### Clock distribution, run 1

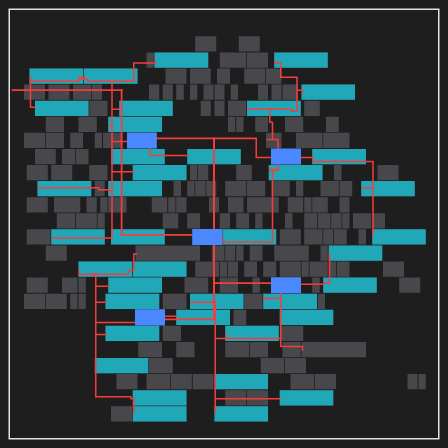
### Routed metal per tile, run 1

The die is cut into 14 by 14 equal tiles; dark blue is low, red is high, scaled to the fullest tile. Values are wire area over tile area, all layers added.
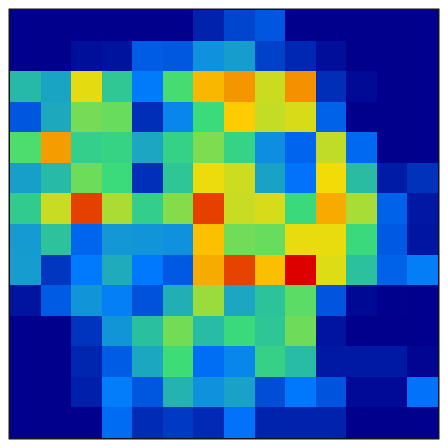
### Cell outlines without signal wires, run 1

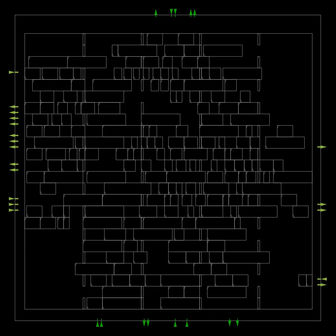
File: src/rtl/c432_irq_dispatch.sv
// c432_irq_dispatch: deglitches the c432 priority-encoder outputs and offers
// one interrupt at a time to the CPU, tracks service until EOI, then waits a
// hold-off gap before dispatching again.
// Optional service watchdog: define IRQ_TIMEOUT_EN.
//
// Handshake: irq_valid rises with irq_bus/irq_chan stable and stays high,
// unchanged, until the rising clock edge where irq_ready is also high; that
// edge is the transfer. irq_ready while irq_valid is low has no effect.
module c432_irq_dispatch #(
    parameter int STABLE_CYCLES  = 2,
    parameter int HOLDOFF_CYCLES = 4,
    parameter int TIMEOUT_CYCLES = 255,
    parameter int CNT_W          = 8
) (
    input  logic             clk,
    input  logic             rst_n,
    input  logic             pa,
    input  logic             pb,
    input  logic             pc,
    input  logic [3:0]       chan_in,
    output logic             irq_valid,
    output logic [1:0]       irq_bus,
    output logic [3:0]       irq_chan,
    input  logic             irq_ready,
    input  logic             eoi,
    output logic             busy,
    output logic [CNT_W-1:0] irq_count,
    output logic             timeout_err,
    output logic [2:0]       state_dbg
);

    typedef enum logic [2:0] {
        S_IDLE    = 3'd0,
        S_FILTER  = 3'd1,
        S_PRESENT = 3'd2,
        S_SERVICE = 3'd3,
        S_HOLDOFF = 3'd4
    } state_t;

    localparam logic [3:0]       STABLE_L  = 4'(STABLE_CYCLES);
    localparam logic [3:0]       HOLD_LAST = 4'(HOLDOFF_CYCLES - 1);
    localparam logic [CNT_W-1:0] CNT_MAX   = '1;

    state_t           state_q, state_d;
    logic [1:0]       in_bus_q, in_bus_d;
    logic [3:0]       in_chan_q, in_chan_d;
    logic [5:0]       cap_src_q, cap_src_d;
    logic [3:0]       stab_cnt_q, stab_cnt_d;
    logic [3:0]       hold_cnt_q, hold_cnt_d;
    logic             irq_valid_q, irq_valid_d;
    logic [1:0]       irq_bus_q, irq_bus_d;
    logic [3:0]       irq_chan_q, irq_chan_d;
    logic             busy_q, busy_d;
    logic [CNT_W-1:0] irq_count_q, irq_count_d;
    logic [5:0]       src_now;
    logic             release_svc;

`ifdef IRQ_TIMEOUT_EN
    localparam logic [7:0] WD_LAST = 8'(TIMEOUT_CYCLES - 1);
    logic [7:0] wd_cnt_q, wd_cnt_d;
    logic       timeout_err_q, timeout_err_d;
`endif

    assign src_now = {in_bus_q, in_chan_q};

    // Encode bus priority pa > pb > pc ahead of the input register.
    always_comb begin
        in_chan_d = chan_in;
        if (pa)      in_bus_d = 2'd1;
        else if (pb) in_bus_d = 2'd2;
        else if (pc) in_bus_d = 2'd3;
        else         in_bus_d = 2'd0;
    end

    // Dispatch FSM: filter, offer, service, hold-off; all outputs registered.
    always_comb begin
        state_d     = state_q;
        cap_src_d   = cap_src_q;
        stab_cnt_d  = stab_cnt_q;
        hold_cnt_d  = hold_cnt_q;
        irq_valid_d = irq_valid_q;
        irq_bus_d   = irq_bus_q;
        irq_chan_d  = irq_chan_q;
        busy_d      = busy_q;
        irq_count_d = irq_count_q;
        release_svc = 1'b0;
`ifdef IRQ_TIMEOUT_EN
        wd_cnt_d      = wd_cnt_q;
        timeout_err_d = 1'b0;
`endif
        case (state_q)
            S_IDLE: begin
                if (in_bus_q != 2'd0) begin
                    cap_src_d  = src_now;
                    stab_cnt_d = 4'd1;
                    if (STABLE_L == 4'd1) begin
                        // A single stable sample is already enough.
                        state_d     = S_PRESENT;
                        irq_valid_d = 1'b1;
                        irq_bus_d   = src_now[5:4];
                        irq_chan_d  = src_now[3:0];
                    end else begin
                        state_d = S_FILTER;
                    end
                end
            end
            S_FILTER: begin
                if (in_bus_q == 2'd0) begin
                    state_d    = S_IDLE;
                    stab_cnt_d = 4'd0;
                end else if (src_now != cap_src_q) begin
                    cap_src_d  = src_now;
                    stab_cnt_d = 4'd1;
                end else begin
                    stab_cnt_d = stab_cnt_q + 4'd1;
                    if (stab_cnt_q + 4'd1 == STABLE_L) begin
                        state_d     = S_PRESENT;
                        irq_valid_d = 1'b1;
                        irq_bus_d   = cap_src_q[5:4];
                        irq_chan_d  = cap_src_q[3:0];
                    end
                end
            end
            S_PRESENT: begin
                if (irq_ready) begin
                    state_d     = S_SERVICE;
                    irq_valid_d = 1'b0;
                    irq_bus_d   = 2'd0;
                    busy_d      = 1'b1;
                    stab_cnt_d  = 4'd0;
                    if (irq_count_q != CNT_MAX) irq_count_d = irq_count_q + 1'b1;
`ifdef IRQ_TIMEOUT_EN
                    wd_cnt_d = 8'd0;
`endif
                end
            end
            S_SERVICE: begin
                if (eoi) begin
                    release_svc = 1'b1;
`ifdef IRQ_TIMEOUT_EN
                end else if (wd_cnt_q == WD_LAST) begin
                    // Watchdog expiry; an eoi on the same edge takes the branch above.
                    release_svc   = 1'b1;
                    timeout_err_d = 1'b1;
                end else begin
                    wd_cnt_d = wd_cnt_q + 8'd1;
`endif
                end
            end
            S_HOLDOFF: begin
                if (hold_cnt_q == HOLD_LAST) begin
                    state_d    = S_IDLE;
                    hold_cnt_d = 4'd0;
                end else begin
                    hold_cnt_d = hold_cnt_q + 4'd1;
                end
            end
            default: state_d = S_IDLE;
        endcase

        if (release_svc) begin
            busy_d     = 1'b0;
            hold_cnt_d = 4'd0;
            state_d    = (HOLDOFF_CYCLES == 0) ? S_IDLE : S_HOLDOFF;
        end
    end

    // State and output registers, cleared asynchronously.
    always_ff @(posedge clk or negedge rst_n) begin
        if (!rst_n) begin
            state_q     <= S_IDLE;
            in_bus_q    <= 2'd0;
            in_chan_q   <= 4'd0;
            cap_src_q   <= 6'd0;
            stab_cnt_q  <= 4'd0;
            hold_cnt_q  <= 4'd0;
            irq_valid_q <= 1'b0;
            irq_bus_q   <= 2'd0;
            irq_chan_q  <= 4'd0;
            busy_q      <= 1'b0;
            irq_count_q <= '0;
        end else begin
            state_q     <= state_d;
            in_bus_q    <= in_bus_d;
            in_chan_q   <= in_chan_d;
            cap_src_q   <= cap_src_d;
            stab_cnt_q  <= stab_cnt_d;
            hold_cnt_q  <= hold_cnt_d;
            irq_valid_q <= irq_valid_d;
            irq_bus_q   <= irq_bus_d;
            irq_chan_q  <= irq_chan_d;
            busy_q      <= busy_d;
            irq_count_q <= irq_count_d;
        end
    end

`ifdef IRQ_TIMEOUT_EN
    // Watchdog counter and its one-cycle error pulse.
    always_ff @(posedge clk or negedge rst_n) begin
        if (!rst_n) begin
            wd_cnt_q      <= 8'd0;
            timeout_err_q <= 1'b0;
        end else begin
            wd_cnt_q      <= wd_cnt_d;
            timeout_err_q <= timeout_err_d;
        end
    end
    assign timeout_err = timeout_err_q;
`else
    assign timeout_err = 1'b0;
`endif

    assign irq_valid = irq_valid_q;
    assign irq_bus   = irq_bus_q;
    assign irq_chan  = irq_chan_q;
    assign busy      = busy_q;
    assign irq_count = irq_count_q;
    assign state_dbg = state_q;

endmodule

File: config.mk
export PLATFORM = sky130hd
export DESIGN_NAME = c432_irq_dispatch
export DESIGN_NICKNAME = d
export VERILOG_FILES = /design/src/rtl/c432_irq_dispatch.sv
export SDC_FILE = /design/constraint.sdc
export NUM_CORES = 1
export LEC_CHECK = 0
export ABC_CLOCK_PERIOD_IN_PS = 2800
export CORE_MARGIN = 2
export CORE_UTILIZATION = 40
export DETAILED_ROUTE_END_ITERATION = 8
export PLACE_DENSITY = 0.66
export SLEW_MARGIN = 5
export SYNTH_ARGS = -nofsm -noshare
export SYNTH_HDL_FRONTEND = slang
export SYNTH_SLANG_ARGS = --single-unit
File: constraint.sdc
create_clock -name clk -period 2.8 [get_ports clk]
set_clock_uncertainty 0.05 [all_clocks]
set_input_delay 0.56 -clock clk [delete_from_list [all_inputs] [get_ports clk]]
set_output_delay 0.56 -clock clk [all_outputs]
set_load 0.005 [all_outputs]
==> results_dict.tcl, run 1 <==
# place-and-route summary
set metrics [dict create \
    yosysUniqueCellTypes 42 \
    hold_viol_final 0 \
    grt_use_met3 0.0500 \
    power_density_nw_per_um2 752 \
    place_ws_ns 0.569 \
    cts_root_buffer "clkbuf_8" \
    cellLeakagePower_uw 0.00103 \
    synth_area_um2 1870 \
    route.layer.met1.wl_um 1680 \
    top_area_frac 0.522 \
    highest_layer "met4" \
    worst-slew-pin-transition_ns 0.863 \
    wl_met3_um 150 \
    ios 31 \
    syn_inst 170 \
    hp-class "input pin to async pin" \
    n_all_buffers 30 \
    critPathMaxFanout 6 \
    openroad.warnings 27 \
    drtAntennaViolNets 0 \
    grtUsageMet2 0.261 \
    fp_util 0.421 \
    synth.most_common_cell "dfrtp_1" \
    crit_path_start_kind "flip-flop" \
    drtIter0Drc 81 \
    yosys_area_um2 1870 \
    worstPathRequired_ns 2.92 \
    syn_avg_cell_area_um2 11.0 \
    inv_count 9 \
    comb_share 0.355 \
    met2_wirelength_um 1710 \
    edf_count 0 \
    grt_overflow_total 0 \
    drive_gt1_frac 0.0985 \
    cts_tree "built" \
    buf_share 0.125 \
    ff_count 39 \
    crit_type "flip-flop to flip-flop" \
    hold_ws_ns 0.327 \
    yosysTopAreaCell "dfrtp_1" \
    common_cells "dfrtp_1 (39), nand2_1 (11), nor2_1 (11), xnor2_1 (11), o21ai_0 (10)" \
    grt.total_usage 0.160 \
    drtPass1Iterations 4 \
    first_global_vias 1416 \
    rsz0062_at_grt "false" \
    synth-seq-cells 39 \
    postLayoutSetupSlackWorst_ns 0.568 \
    clkTransAtPathRegs_ns 0.08 \
    worstSetupEndpointType "flip-flop" \
    slew_headroom 0.424 \
    cp.arrival_ns 2.35 \
    yosysWarnings 0 \
    multi_input_comb_cells 117 \
    min_period_over_period 0.797 \
    port-buffer-count 29 \
    fp-row-count 24 \
    globalplace.congestion 0.814 \
    cts_buffer_depth 2 \
    wirelength_um 3590 \
    cp_slowest_cell "dfrtp_1" \
    num_vias 1352 \
    via_per_inst 5.30 \
    status "finished, final reports clean" \
    maxCapViolations 0 \
    post_cts_buffers 0 \
    setup_viol 0 \
    diodes 0 \
    wire_per_inst_um 14.1 \
    yosysSeqAreaShare 0.522 \
    drc 0 \
    async_reset_ff_frac 1.00 \
    area_growth_pct 24.7 \
    fin_area_um2 2330 \
    max_freq_mhz 448 \
    tap-cell-count 52 \
    post_cts_resized 0 \
    final_layout_top_logic_cell "dfrtp_1" \
    seqCellArea_um2 976 \
    clkCellAreaFrac 0.0584 \
    final_max_slew_viol_count 0 \
    clk_latency_ns 0.29 \
    cts_max_level 2 \
    area_leaders "dfrtp_1 (52%), xnor2_1 (5.2%), mux2_1 (3.6%), mux2_2 (3.0%), ha_1 (2.7%)" \
    grt_antenna_before_repair 0 \
    ys_cells 170 \
    cts.sinks 39 \
    die_w_um 72.4 \
]
Notes on 'Clock distribution' above:
- flip-flops: cyan (count 39)
- cells driving clock nets: blue (count 5)
- clock wires: red (length 478 um)
- routed clock nets: 6

Notes on 'Routed metal per tile' above:
- mean over tiles: 0.11
- fullest tile: 0.36
- nearly empty tiles: 22%
- tiles over half the peak: 22%
- densest ninth of the die: middle

Notes on 'Cell outlines without signal wires' above:
Seq/total area: 0.418
final std cells w/o fill: 255
utilization after layout: 0.525

[run 1: sequential cells by signal, summed over array words and instances (netlist names)]
register    flops
irq_valid       1
irq_count       8
irq_bus         2
in_chan_q       4
stab_cnt_q      4
irq_chan        4
cap_src_q       6
busy            1
hold_cnt_q      4
in_bus_q        2
state_dbg       3
[run 1: critical path, delay by kind of cell (launching register included)]
| kind | cells | cell delay [ns] |
|---|---|---|
| DFF | 1 | 0.43 |
| adders and majority gates | 1 | 0.27 |
| AOI/OAI and AO/OA | 2 | 0.32 |
| muxes | 1 | 0.38 |
| and+or+nand+nor | 2 | 0.66 |
[run 1: through the flow]
| stage | util | std cells |
|---|---|---|
| 2_1_floorplan | - | 170 |
| 3_3_place_gp | 0.494 | 247 |
| 3_5_place_dp | 0.494 | 247 |
| 4_1_cts | 0.525 | 255 |
| 5_1_grt | 0.525 | 255 |
| 6_report | 0.525 | 255 |
[run 1: worst paths after layout]
kind                                     from             to  slack [ns]  depth (start not counted)
max in group asynchronous               rst_n   in_chan_q[1]        1.83                          1
worst max register to register  stab_cnt_q[0]    irq_chan[1]        0.57                          6
worst min-delay path                    rst_n  stab_cnt_q[3]        0.33                          1
min in group clk                  irq_chan[3]    irq_chan[3]        0.44                          1
worst min register to register    irq_chan[3]    irq_chan[3]        0.44                          1
worst max-delay path            stab_cnt_q[0]    irq_chan[1]        0.57                          6
[run 1: power breakdown]
group          switching, uW  internal [uW]
clock                    200            355
sequential               106            660
combinational            191            243
total                    496           1260
[run 1: logic make-up after synthesis]
kind of cell / synth area share
other: 0.00200
DFF: 0.522
xor gates and xnor gates: 0.0702
AOI/OAI and AO/OA: 0.129
muxes: 0.0716
buffers and inverters: 0.0348
and+or+nand+nor: 0.144
adders and majority gates: 0.0268
--- run 2 (diff from run 1) ---
--- a/config.mk
+++ b/config.mk
@@ -5,7 +5,7 @@
 export SDC_FILE = /design/constraint.sdc
 export NUM_CORES = 1
 export LEC_CHECK = 0
-export ABC_CLOCK_PERIOD_IN_PS = 2800
+export ABC_CLOCK_PERIOD_IN_PS = 2300
 export CORE_MARGIN = 2
 export CORE_UTILIZATION = 40
 export DETAILED_ROUTE_END_ITERATION = 8
==> constraint.sdc (replaced) <==
create_clock -name clk -period 2.3 [get_ports clk]
set_clock_uncertainty 0.05 [all_clocks]
set_input_delay 0.46 -clock clk [delete_from_list [all_inputs] [get_ports clk]]
set_output_delay 0.46 -clock clk [all_outputs]
set_load 0.005 [all_outputs]
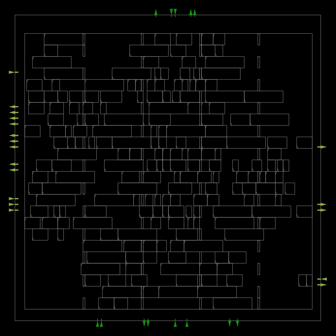
*Cell outlines without signal wires, run 2*
utilization after layout: 0.523
Flops: 39
placeable core region: 4440 um^2
fill count: 405
Site Rows: 24

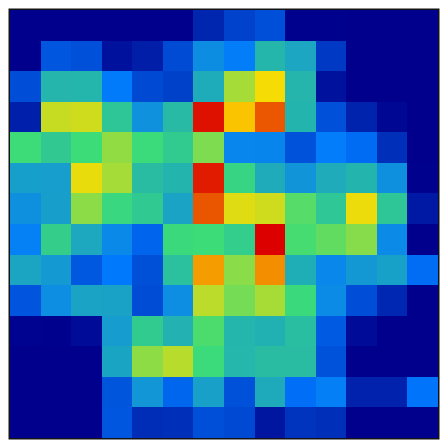
*Routed metal per tile, run 2*
The die is cut into 14 by 14 equal tiles; dark blue is low, red is high, scaled to the fullest tile. Values are wire area over tile area, all layers added.
- nearly empty tiles: 22%
- tiles over half the peak: 17%
- mean over tiles: 0.11
- fullest tile: 0.38
- densest ninth of the die: middle

==> results_dict.tcl, run 2 <==
# place-and-route summary
set metrics [dict create \
    status "finished, final reports clean" \
    worstPathRequired_ns 2.42 \
    wirelength_um 3650 \
    post_cts_buffers 0 \
    yosysSeqAreaShare 0.522 \
    worstSetupEndpointType "flip-flop" \
    top_area_frac 0.522 \
    cp.arrival_ns 2.32 \
    drc 0 \
    synth-seq-cells 39 \
    area_leaders "dfrtp_1 (52%), xnor2_1 (5.2%), mux2_1 (3.6%), mux2_2 (3.0%), ha_1 (2.7%)" \
    slew_headroom 0.436 \
    grt.total_usage 0.155 \
    grtUsageMet2 0.244 \
    cts_root_buffer "clkbuf_8" \
    num_vias 1364 \
    crit_family "simple AND/OR/NAND/NOR gates" \
    critPathMaxFanout 5 \
    openroad.warnings 27 \
    synth.most_common_cell "dfrtp_1" \
    cts_buffer_depth 2 \
    edf_count 0 \
    fp_util 0.421 \
    diodes 0 \
    via_per_inst 5.29 \
    postSynthNetCount 185 \
    ios 31 \
    switchingPower_uw 585 \
    wl_met3_um 160 \
    globalplace.congestion 0.764 \
    post_cts_resized 0 \
    cts_max_level 2 \
    async_reset_ff_frac 1.00 \
    crit_type "flip-flop to flip-flop" \
    synth_area_um2 1870 \
    drtPass1Iterations 4 \
    ys_cells 170 \
    drtAntennaViolNets 0 \
    cellLeakagePower_uw 0.00103 \
    p_clk_frac 0.249 \
    pwr-share-seq 0.476 \
    grt_overflow_total 0 \
    die_w_um 72.4 \
    drive_gt1_frac 0.112 \
    grt_max_degree 40 \
    port-buffer-count 29 \
    yosysWarnings 0 \
    largest_reg_flops 8 \
    cts_buffers 5 \
    highest_layer "met4" \
    final_max_slew_viol_count 0 \
    clk_latency_ns 0.28 \
    yosys_area_um2 1870 \
    maxCapViolations 0 \
    met2_wirelength_um 1790 \
    grt_antenna_before_repair 0 \
    path_depth 7 \
    route.layer.met1.wl_um 1650 \
    die_y_um 72.4 \
    clkTransAtPathRegs_ns 0.07 \
    first_global_vias 1364 \
    worst-slew-pin-transition_ns 0.846 \
    syn_avg_cell_area_um2 11.0 \
    max_freq_mhz 455 \
    r2r_cells 7 \
    wire_per_inst_um 14.1 \
    postLayoutSetupSlackWorst_ns 0.100 \
    place_ws_ns 0.105 \
    cts_tree "built" \
    final_layout_top_logic_cell "dfrtp_1" \
    yosysTopAreaCell "dfrtp_1" \
    crit_path_start_kind "flip-flop" \
    grt_use_met3 0.0514 \
    syn_inst 170 \
    internal_power_uw 1390 \
    hp-class "input pin to async pin" \
    drtIter0Drc 63 \
    grt_pass1_wl_um 6310 \
    power_density_nw_per_um2 847 \
    netSwitchingFraction 0.297 \
    p_comb_frac 0.275 \
    area_growth_pct 24.3 \
    min_period_over_period 0.956 \
    cts.sinks 39 \
    nNetsFinal 220 \
    worst-path-buf-inv 1 \
    cp_slowest_cell "dfrtp_1" \
    yosysUniqueCellTypes 42 \
    common_cells "dfrtp_1 (39), nand2_1 (11), nor2_1 (11), xnor2_1 (11), o21ai_0 (10)" \
    setup_viol 0 \
    hold_viol_final 0 \
]
run 2: cell counts after synthesis:
Identical to the previous run, type by type.
run 2: area by class of cell:
cell class	instances	area, um^2	area share
tap	52	65.1	0.0280
sequential	39	976	0.420
clock buffer	8	100	0.0430
timing repair buffer	33	315	0.136
inverter	9	33.8	0.0145
multi-input combinational	117	836	0.359
run 2: kinds of logic after synthesis:
| family | after synthesis | share of synthesized area |
|---|---|---|
| mux | 12 | 0.0716 |
| simple gates | 50 | 0.144 |
| compound gates | 35 | 0.129 |
| xor+xnor | 15 | 0.0702 |
| buf+inv | 14 | 0.0348 |
| flops | 39 | 0.522 |
| other cells | 1 | 0.00200 |
| fa+ha+maj | 4 | 0.0268 |
run 2: path summary, 6_finish.rpt:
check	from	endpoint	slack [ns]
setup / recovery	stab_cnt_q[0]	irq_chan[1]	0.10
hold / removal	rst_n	in_chan_q[3]	0.23
setup reg to reg	stab_cnt_q[0]	irq_chan[1]	0.10
hold reg to reg	irq_chan[3]	irq_chan[3]	0.45
max in group asynchronous	rst_n	irq_chan[2]	1.44
min in group clk	irq_chan[3]	irq_chan[3]	0.45
run 2: power by group through the flow:
stage               registers, uW  clock network [uW]  logic [uW]
floorplan                     904                   0         326
global placement              939                   0         526
detailed placement            947                   0         539
CTS                           938                 512         542
global route                  958                 541         608
finish                        939                 490         541
run 2: worst register-to-register path: stages (launching register included):
cell and delay (ns):
dfrtp_1 0.43, ha_1 0.28, or2_2 0.30, o21ai_0 0.11, a31oi_2 0.18, nor3_4 0.22, buf_4 0.17, mux2_1 0.33
run 2: metrics by stage:
step                      cell area, um^2  hold slack, ns  std cells
after global routing                 2330           0.298        258
after global placement               2200           0.423        248
final                                2330           0.228        258
after detailed placement             2200           0.437        248
after CTS                            2300           0.257        256
after floorplan                      1870           0.114        170
Power figures rest on the tool's default switching activity, not on a simulated workload.
